**M1 wires**

Scale bar: 20 um.
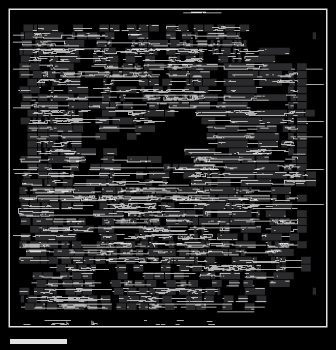
**Metal 2**

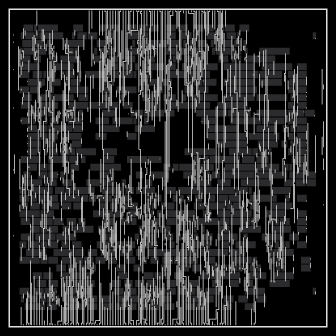
**Met3 routing**

Scale bar: 20 um.
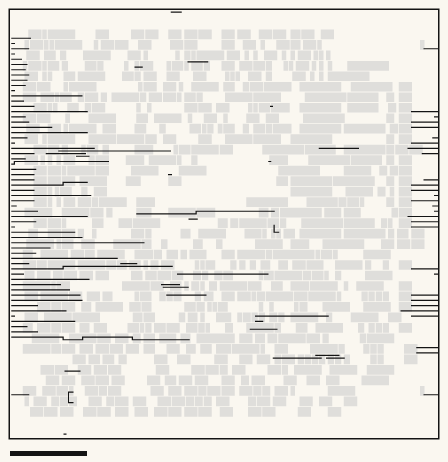
**Cell outlines without signal wires**

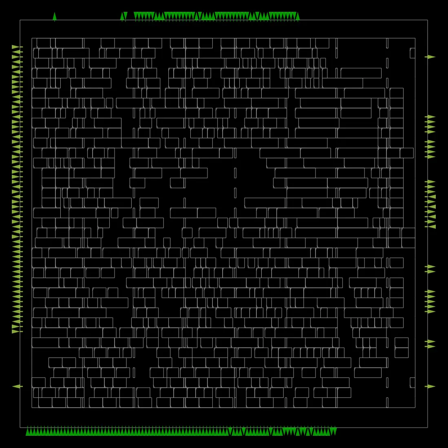
**Register map, names as in the netlist**

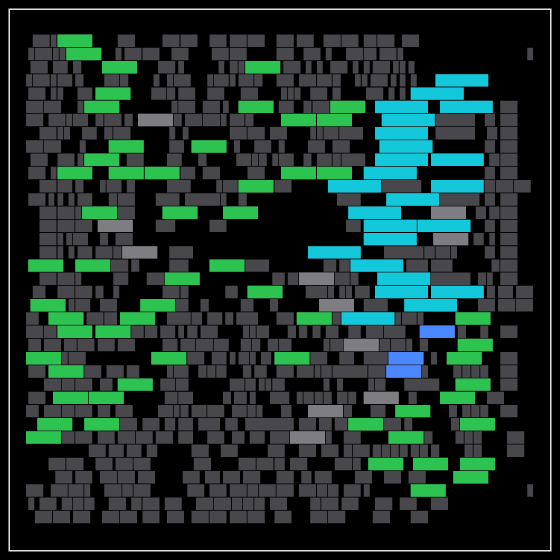
<file path="src/rtl/axi_tagctrl_tag_arb.sv">
// Tag-cache lookup port arbiter: round-robins read/write tag requests onto one
// registered tag-cache request stage and routes in-order responses back.
module axi_tagctrl_tag_arb #(
    parameter int unsigned           AddrWidth       = 64,
    parameter int unsigned           IdWidth         = 4,
    parameter int unsigned           CapSize         = 128,
    parameter logic [AddrWidth-1:0]  DRAMMemBase     = 'h8000_0000,
    parameter logic [AddrWidth-1:0]  DRAMMemLength   = 'h4000_0000,
    parameter logic [AddrWidth-1:0]  TagCacheMemBase = 'hBE00_0000,
    parameter int unsigned           MaxOutstanding  = 4
) (
    input  logic                 clk_i,
    input  logic                 rst_i,

    input  logic                 rd_req_valid_i,
    output logic                 rd_req_ready_o,
    input  logic [AddrWidth-1:0] rd_req_addr_i,
    input  logic [IdWidth-1:0]   rd_req_id_i,

    input  logic                 wr_req_valid_i,
    output logic                 wr_req_ready_o,
    input  logic [AddrWidth-1:0] wr_req_addr_i,
    input  logic [IdWidth-1:0]   wr_req_id_i,
    input  logic                 wr_req_tag_i,

    output logic                 tc_req_valid_o,
    input  logic                 tc_req_ready_i,
    output logic [AddrWidth-1:0] tc_req_addr_o,
    output logic [2:0]           tc_req_bit_o,
    output logic                 tc_req_we_o,
    output logic                 tc_req_wtag_o,

    input  logic                 tc_rsp_valid_i,
    output logic                 tc_rsp_ready_o,
    input  logic                 tc_rsp_tag_i,

    output logic                 rd_rsp_valid_o,
    input  logic                 rd_rsp_ready_i,
    output logic [IdWidth-1:0]   rd_rsp_id_o,
    output logic                 rd_rsp_tag_o,
    output logic                 rd_rsp_err_o,

    output logic                 wr_rsp_valid_o,
    input  logic                 wr_rsp_ready_i,
    output logic [IdWidth-1:0]   wr_rsp_id_o,
    output logic                 wr_rsp_err_o
);

    localparam int unsigned CapShift = $clog2(CapSize / 8);
    localparam int unsigned PtrW     = $clog2(MaxOutstanding);
    localparam int unsigned CntW     = PtrW + 1;
    localparam int unsigned EntW     = IdWidth + 2;

    logic                 ptr_q, ptr_d;
    logic                 tc_valid_q, tc_valid_d;
    logic [AddrWidth-1:0] tc_addr_q, tc_addr_d;
    logic [2:0]           tc_bit_q, tc_bit_d;
    logic                 tc_we_q, tc_we_d;
    logic                 tc_wtag_q, tc_wtag_d;

    // Tracking entry layout: {src (1 = write path), id, err}
    logic [EntW-1:0]      fifo_q [MaxOutstanding];
    logic [EntW-1:0]      fifo_d [MaxOutstanding];
    logic [PtrW-1:0]      head_q, head_d;
    logic [PtrW-1:0]      tail_q, tail_d;
    logic [CntW-1:0]      cnt_q, cnt_d;

    logic                 fifo_full, fifo_empty;
    logic                 can_grant, gnt_rd, gnt_wr, gnt;
    logic [AddrWidth-1:0] sel_addr, off, cap_idx;
    logic [IdWidth-1:0]   sel_id;
    logic [AddrWidth:0]   win_end;
    logic                 out_of_range;

    logic [EntW-1:0]      head_ent;
    logic                 head_src, head_err;
    logic [IdWidth-1:0]   head_id;
    logic                 pop;

    logic                 rd_rsp_valid, wr_rsp_valid, rd_rsp_tag, rd_rsp_err, wr_rsp_err;
    logic [IdWidth-1:0]   rd_rsp_id, wr_rsp_id;
    logic                 tc_rsp_ready;

    assign fifo_full  = (cnt_q == CntW'(MaxOutstanding));
    assign fifo_empty = (cnt_q == '0);

    // A same-cycle pop does not free a slot for a grant.
    assign can_grant = !fifo_full && (!tc_valid_q || tc_req_ready_i) && !rst_i;
    assign gnt_rd    = can_grant && rd_req_valid_i && (!ptr_q || !wr_req_valid_i);
    assign gnt_wr    = can_grant && wr_req_valid_i && (ptr_q || !rd_req_valid_i);
    assign gnt       = gnt_rd || gnt_wr;

    assign sel_addr     = gnt_wr ? wr_req_addr_i : rd_req_addr_i;
    assign sel_id       = gnt_wr ? wr_req_id_i : rd_req_id_i;
    assign off          = sel_addr - DRAMMemBase;
    assign cap_idx      = off >> CapShift;
    assign win_end      = {1'b0, DRAMMemBase} + {1'b0, DRAMMemLength};
    assign out_of_range = (sel_addr < DRAMMemBase) || ({1'b0, sel_addr} >= win_end);

    assign head_ent = fifo_q[head_q];
    assign head_src = head_ent[EntW-1];
    assign head_id  = head_ent[IdWidth:1];
    assign head_err = head_ent[0];

    always_comb begin
        rd_rsp_valid = 1'b0;
        rd_rsp_id    = '0;
        rd_rsp_tag   = 1'b0;
        rd_rsp_err   = 1'b0;
        wr_rsp_valid = 1'b0;
        wr_rsp_id    = '0;
        wr_rsp_err   = 1'b0;
        tc_rsp_ready = 1'b0;
        pop          = 1'b0;
        if (!fifo_empty) begin
            if (head_err) begin
                // Error entries answer locally; the tag cache never saw them.
                if (head_src) begin
                    wr_rsp_valid = 1'b1;
                    wr_rsp_id    = head_id;
                    wr_rsp_err   = 1'b1;
                    pop          = wr_rsp_ready_i;
                end else begin
                    rd_rsp_valid = 1'b1;
                    rd_rsp_id    = head_id;
                    rd_rsp_err   = 1'b1;
                    pop          = rd_rsp_ready_i;
                end
            end else begin
                if (head_src) begin
                    wr_rsp_valid = tc_rsp_valid_i;
                    wr_rsp_id    = head_id;
                    tc_rsp_ready = wr_rsp_ready_i;
                end else begin
                    rd_rsp_valid = tc_rsp_valid_i;
                    rd_rsp_id    = head_id;
                    rd_rsp_tag   = tc_rsp_tag_i;
                    tc_rsp_ready = rd_rsp_ready_i;
                end
                pop = tc_rsp_valid_i && tc_rsp_ready;
            end
        end
    end

    always_comb begin
        ptr_d = ptr_q;
        if (gnt && rd_req_valid_i && wr_req_valid_i) begin
            ptr_d = ~ptr_q;
        end

        tc_valid_d = tc_valid_q;
        tc_addr_d  = tc_addr_q;
        tc_bit_d   = tc_bit_q;
        tc_we_d    = tc_we_q;
        tc_wtag_d  = tc_wtag_q;
        if (tc_req_ready_i) begin
            tc_valid_d = 1'b0;
        end
        if (gnt && !out_of_range) begin
            tc_valid_d = 1'b1;
            tc_addr_d  = TagCacheMemBase + (cap_idx >> 3);
            tc_bit_d   = cap_idx[2:0];
            tc_we_d    = gnt_wr;
            tc_wtag_d  = gnt_wr && wr_req_tag_i;
        end

        fifo_d = fifo_q;
        if (gnt) begin
            fifo_d[tail_q] = {gnt_wr, sel_id, out_of_range};
        end
        tail_d = tail_q + PtrW'(gnt);
        head_d = head_q + PtrW'(pop);
        cnt_d  = cnt_q + CntW'(gnt) - CntW'(pop);
    end

    always_ff @(posedge clk_i) begin
        if (rst_i) begin
            ptr_q      <= 1'b0;
            tc_valid_q <= 1'b0;
            tc_addr_q  <= '0;
            tc_bit_q   <= '0;
            tc_we_q    <= 1'b0;
            tc_wtag_q  <= 1'b0;
            head_q     <= '0;
            tail_q     <= '0;
            cnt_q      <= '0;
        end else begin
            ptr_q      <= ptr_d;
            tc_valid_q <= tc_valid_d;
            tc_addr_q  <= tc_addr_d;
            tc_bit_q   <= tc_bit_d;
            tc_we_q    <= tc_we_d;
            tc_wtag_q  <= tc_wtag_d;
            head_q     <= head_d;
            tail_q     <= tail_d;
            cnt_q      <= cnt_d;
        end
    end

    always_ff @(posedge clk_i) begin
        fifo_q <= fifo_d;
    end

    assign rd_req_ready_o = gnt_rd;
    assign wr_req_ready_o = gnt_wr;
    assign tc_req_valid_o = tc_valid_q;
    assign tc_req_addr_o  = tc_addr_q;
    assign tc_req_bit_o   = tc_bit_q;
    assign tc_req_we_o    = tc_we_q;
    assign tc_req_wtag_o  = tc_wtag_q;
    assign tc_rsp_ready_o = tc_rsp_ready;
    assign rd_rsp_valid_o = rd_rsp_valid;
    assign rd_rsp_id_o    = rd_rsp_id;
    assign rd_rsp_tag_o   = rd_rsp_tag;
    assign rd_rsp_err_o   = rd_rsp_err;
    assign wr_rsp_valid_o = wr_rsp_valid;
    assign wr_rsp_id_o    = wr_rsp_id;
    assign wr_rsp_err_o   = wr_rsp_err;

    // A tag-cache response with nothing outstanding has no owner.
    rsp_without_request_a : assert property (
        @(posedge clk_i) disable iff (rst_i) !(tc_rsp_valid_i && fifo_empty));

endmodule

</file>
<file path="config.mk">
export PLATFORM = sky130hd
export DESIGN_NAME = axi_tagctrl_tag_arb
export DESIGN_NICKNAME = d
export VERILOG_FILES = /design/src/rtl/axi_tagctrl_tag_arb.sv
export SDC_FILE = /design/constraint.sdc
export NUM_CORES = 1
export LEC_CHECK = 0
export CAP_MARGIN = 20
export CORE_MARGIN = 3
export CORE_UTILIZATION = 40
export CTS_CLUSTER_DIAMETER = 200
export DETAILED_ROUTE_END_ITERATION = 8
export PLACE_DENSITY_LB_ADDON = 0.3
export SYNTH_ARGS = -nofsm -noshare
export SYNTH_HDL_FRONTEND = slang
export SYNTH_SLANG_ARGS = --single-unit
</file>
<file path="constraint.sdc">
create_clock -name clk_i -period 4.25 [get_ports clk_i]
set_input_delay 0.6375 -clock clk_i [delete_from_list [all_inputs] [get_ports clk_i]]
set_output_delay 0.6375 -clock clk_i [all_outputs]
set_load 0.03 [all_outputs]
</file>
==> Flow_metrics.wiki <==
== Metrics ==
{| class="wikitable"
! Metric !! Value
|-
| Longest individual stage delay on the worst path || 0.45 ns
|-
| Critical R2R Capture || tc_req_addr_o[29]
|-
| Post-Layout Inst Area || approximately 7000 sq um
|-
| Synth Seq Share || 49.0%
|-
| Length of routed met3 wiring || 989 um
|-
| Drt wl/cell || 16.2 um
|-
| Number of global-route vias before repair || 4114
|-
| Number of levels the H-tree was split into || 3
|-
| Leak || 0.00242 uW
|-
| Power per standard cell area || 346 nW/um^2
|-
| Main logic family after synthesis || simple AND/OR/NAND/NOR gates
|-
| IR drop worst, VDD || 0.241 mV
|-
| Number of standard cells reported by yosys || 458
|-
| Combinational group share of total power || 32.4%
|-
| Cell count of the worst reg-to-reg path || 15
|-
| Leading area contributor after synthesis || sky130_fd_sc_hd__dfxtp_1
|-
| Tot Pwr || 2370 uW
|-
| Area fraction in and, or, nand and nor cells || 19.6%
|-
| Result of the run || finished clean
|-
| EDFF count, synth || 24
|-
| Largest cells by area || sky130_fd_sc_hd__dfxtp_1 (33%), sky130_fd_sc_hd__edfxtp_1 (16%), sky130_fd_sc_hd__nand2_1 (6.0%), sky130_fd_sc_hd__a311oi_1 (5.4%), sky130_fd_sc_hd__a21oi_1 (5.3%)
|-
| DRC violations left || 0
|-
| Register bit count reported by yosys || around 96
|-
| Total of plain and repair buffers excluding clock buffers || ~220
|-
| Worst Min Path Start || tc_req_addr_o[41]
|-
| Number of well-tap cells placed || 136
|-
| Number of vias per cell after detailed routing || 5.26
|-
| Aoi share || 17.2%
|-
| Period minus WS final || 3.29 ns
|-
| CTS Sinks || 96
|-
| Clock tree buffer count of the final layout || 10
|-
| Least-Margin Pin Slew || between 0.9 and 1 ns
|-
| Biggest power consumer among the groups || sequential cells
|-
| Crit share post-route || 77.3%
|-
| Warning count from the yosys run || 0
|-
| XOR/XNOR Area Share || about 2.8%
|-
| Post-detailed-route count of antenna-violating nets || 0
|-
| Pin count of the biggest net entering global routing || 71
|-
| Io pins || around 230
|-
| Worst Hold Path Cells || 1
|-
| Data arrival time of the worst path || around 3.5 ns
|-
| Growth of design area from synthesis to finish || 55.0%
|-
| Reported sequential group power || approximately 1000 uW
|-
| Number of multi-input combinational cells || roughly 320
|-
| Proportion of netlist area held by the largest area contributor || 32.7%
|-
| Post-synth cell types || 48
|-
| Number of nets in the finished design || 812
|-
| Clk pwr share || 24.4%
|-
| R2r startpoint || cnt_q[1]
|-
| Row Count || 37
|-
| Category of the worst setup path capture point || flip-flop
|-
| Unrepaired setup endpoints after global routing || no
|-
| Number of flip-flops under the largest register name || just under 60
|-
| Overall die area || about 12000 sq um
|-
| Combined global-route utilization of all metal layers || between 20% and 30%
|-
| Count of tool warnings || 34
|-
| Routing usage on met1 || 23.5%
|-
| Flop-to-flop setup slack || between 1 and 1.5 ns
|-
| Die height || 111 um
|-
| Setup TNS || 0 ns
|-
| Fraction of cell area in non-clock buffers || about 33%
|-
| Core Box Area || roughly 11000 sq um
|-
| Worst Skew || between 0.01 and 0.015 ns
|-
| Remaining global-route overflow || 0
|-
| Number of DRC markers after the initial detailed-route iteration || 218
|-
| Slowest cell on crit path || sky130_fd_sc_hd__clkdlybuf4s50_1
|-
| Chain of cells forming the critical path || clkdlybuf4s50_1 -> nor2b_1 -> a211oi_4 -> nand2_2 -> mux2i_1 -> ha_1 -> inv_1 -> nor2_1 -> o211ai_1 -> nand2_1 -> inv_1 -> ha_1 -> inv_1 -> a221oi_1 -> xnor2_1 -> a211oi_1
|-
| Number of inserted diodes || 0
|-
| Latest clock arrival within the worst-skew pair || 0.35 ns
|-
| Critical Path RT || 4.50 ns
|-
| Commonest register cell after synthesis || sky130_fd_sc_hd__dfxtp_1
|-
| Fraction of synthesized area in multiplexers || 4.22%
|-
| Multi-input gate area || 2050 sq um
|-
| Final setup viols || 0
|-
| Hold crit path type || flip-flop to flip-flop
|-
| Clock Pin Slew Worst Setup and Hold Paths || around 0.10 ns
|-
| Max transition margin || 37.1%
|-
| Topmost layer with routed signal wires || met4
|-
| Final weighted congestion in routability-driven placement || 0.855
|-
| Inverter count of the layout excluding clock inverters || 9
|-
| Setup crit start || tc_req_ready_i
|-
| Placed wire-length estimate || 9760 um
|-
| Total wire length after detailed routing || 13000 um
|-
| Max-cap viol count || 0
|-
| Placed Cells || 784
|-
| Vias after detailed routing || 4208
|-
| Area fraction in full adders, half adders and majority gates || 2.15%
|-
| Met2 routed wirelength || about 6800 um
|}
Back to the opening pictures, 'M1 wires':
The longest straight run is 26.2 um. The layer holds 39% of the routed length. The layer carries 5100 um of wire.

Back to the opening pictures, 'metal 2':
The layer holds 52% of the routed length. 690 nets have wire on it. The longest straight run is 39.4 um. The layer carries 6770 um of wire. The wires run mostly vertical.

Back to the opening pictures, 'met3 routing':
The layer holds 7.6% of the routed length. 106 nets have wire on it. The wires run mostly horizontal. The longest straight run is 34.3 um.

Back to the opening pictures, 'cell outlines without signal wires':
layout sequential cell count: 96
flop share of the area: 31.6%
Non-Filler Instances: 800
final core area utilization: 65.1%
fillers: 894

Back to the opening pictures, 'register map, names as in the netlist':
Cyan shows fifo_q, placed flops 24. Green shows tc_req_addr_o, placed flops 58, where widely spread. Blue shows cnt_q, placed flops 3.
Another 11 sequential cells are not colored.

-- synth_stat cells (all sizes together) (7+ instances only) --
library cell,count
nor2,18
o21ai,19
nand2,71
inv,9
nor4,15
xnor2,11
edfxtp,24
and2,13
nor3,7
a21oi,47
a311oi,27
nor2b,8
clkbuf,21
buf,18
dfxtp,72
nor3b,20
-- stage by stage --
step	hold WS [ns]	setup WS, ns
final	0.479	0.964
after detailed placement	0.466	0.596
after CTS	0.480	0.922
after global routing	0.496	0.630
after floorplan	0.492	0.945
after global placement	0.458	0.664
-- cells in the final DEF, fill, tap and decap left out, types with 3 or more instances in the layout --
cell	instances
sky130_fd_sc_hd__edfxtp_1	24
sky130_fd_sc_hd__o21a_1	3
sky130_fd_sc_hd__xnor2_1	11
sky130_fd_sc_hd__clkdlybuf4s50_1	215
sky130_fd_sc_hd__mux2i_1	4
sky130_fd_sc_hd__nor4_1	15
sky130_fd_sc_hd__inv_1	9
sky130_fd_sc_hd__xor2_1	3
sky130_fd_sc_hd__nand3_1	4
sky130_fd_sc_hd__nor3b_1	20
sky130_fd_sc_hd__o2111ai_1	3
sky130_fd_sc_hd__a311oi_1	27
sky130_fd_sc_hd__buf_4	7
sky130_fd_sc_hd__nor3_1	7
sky130_fd_sc_hd__nand2_1	70
sky130_fd_sc_hd__ha_1	6
sky130_fd_sc_hd__nor4b_1	3
sky130_fd_sc_hd__and2_1	13
sky130_fd_sc_hd__nor2b_1	8
sky130_fd_sc_hd__conb_1	6
sky130_fd_sc_hd__dfxtp_1	72
sky130_fd_sc_hd__a21oi_1	47
sky130_fd_sc_hd__mux4_2	6
sky130_fd_sc_hd__o21ai_0	19
sky130_fd_sc_hd__clkbuf_8	10
sky130_fd_sc_hd__nor2_1	17
Power and IR drop assume default switching activity.
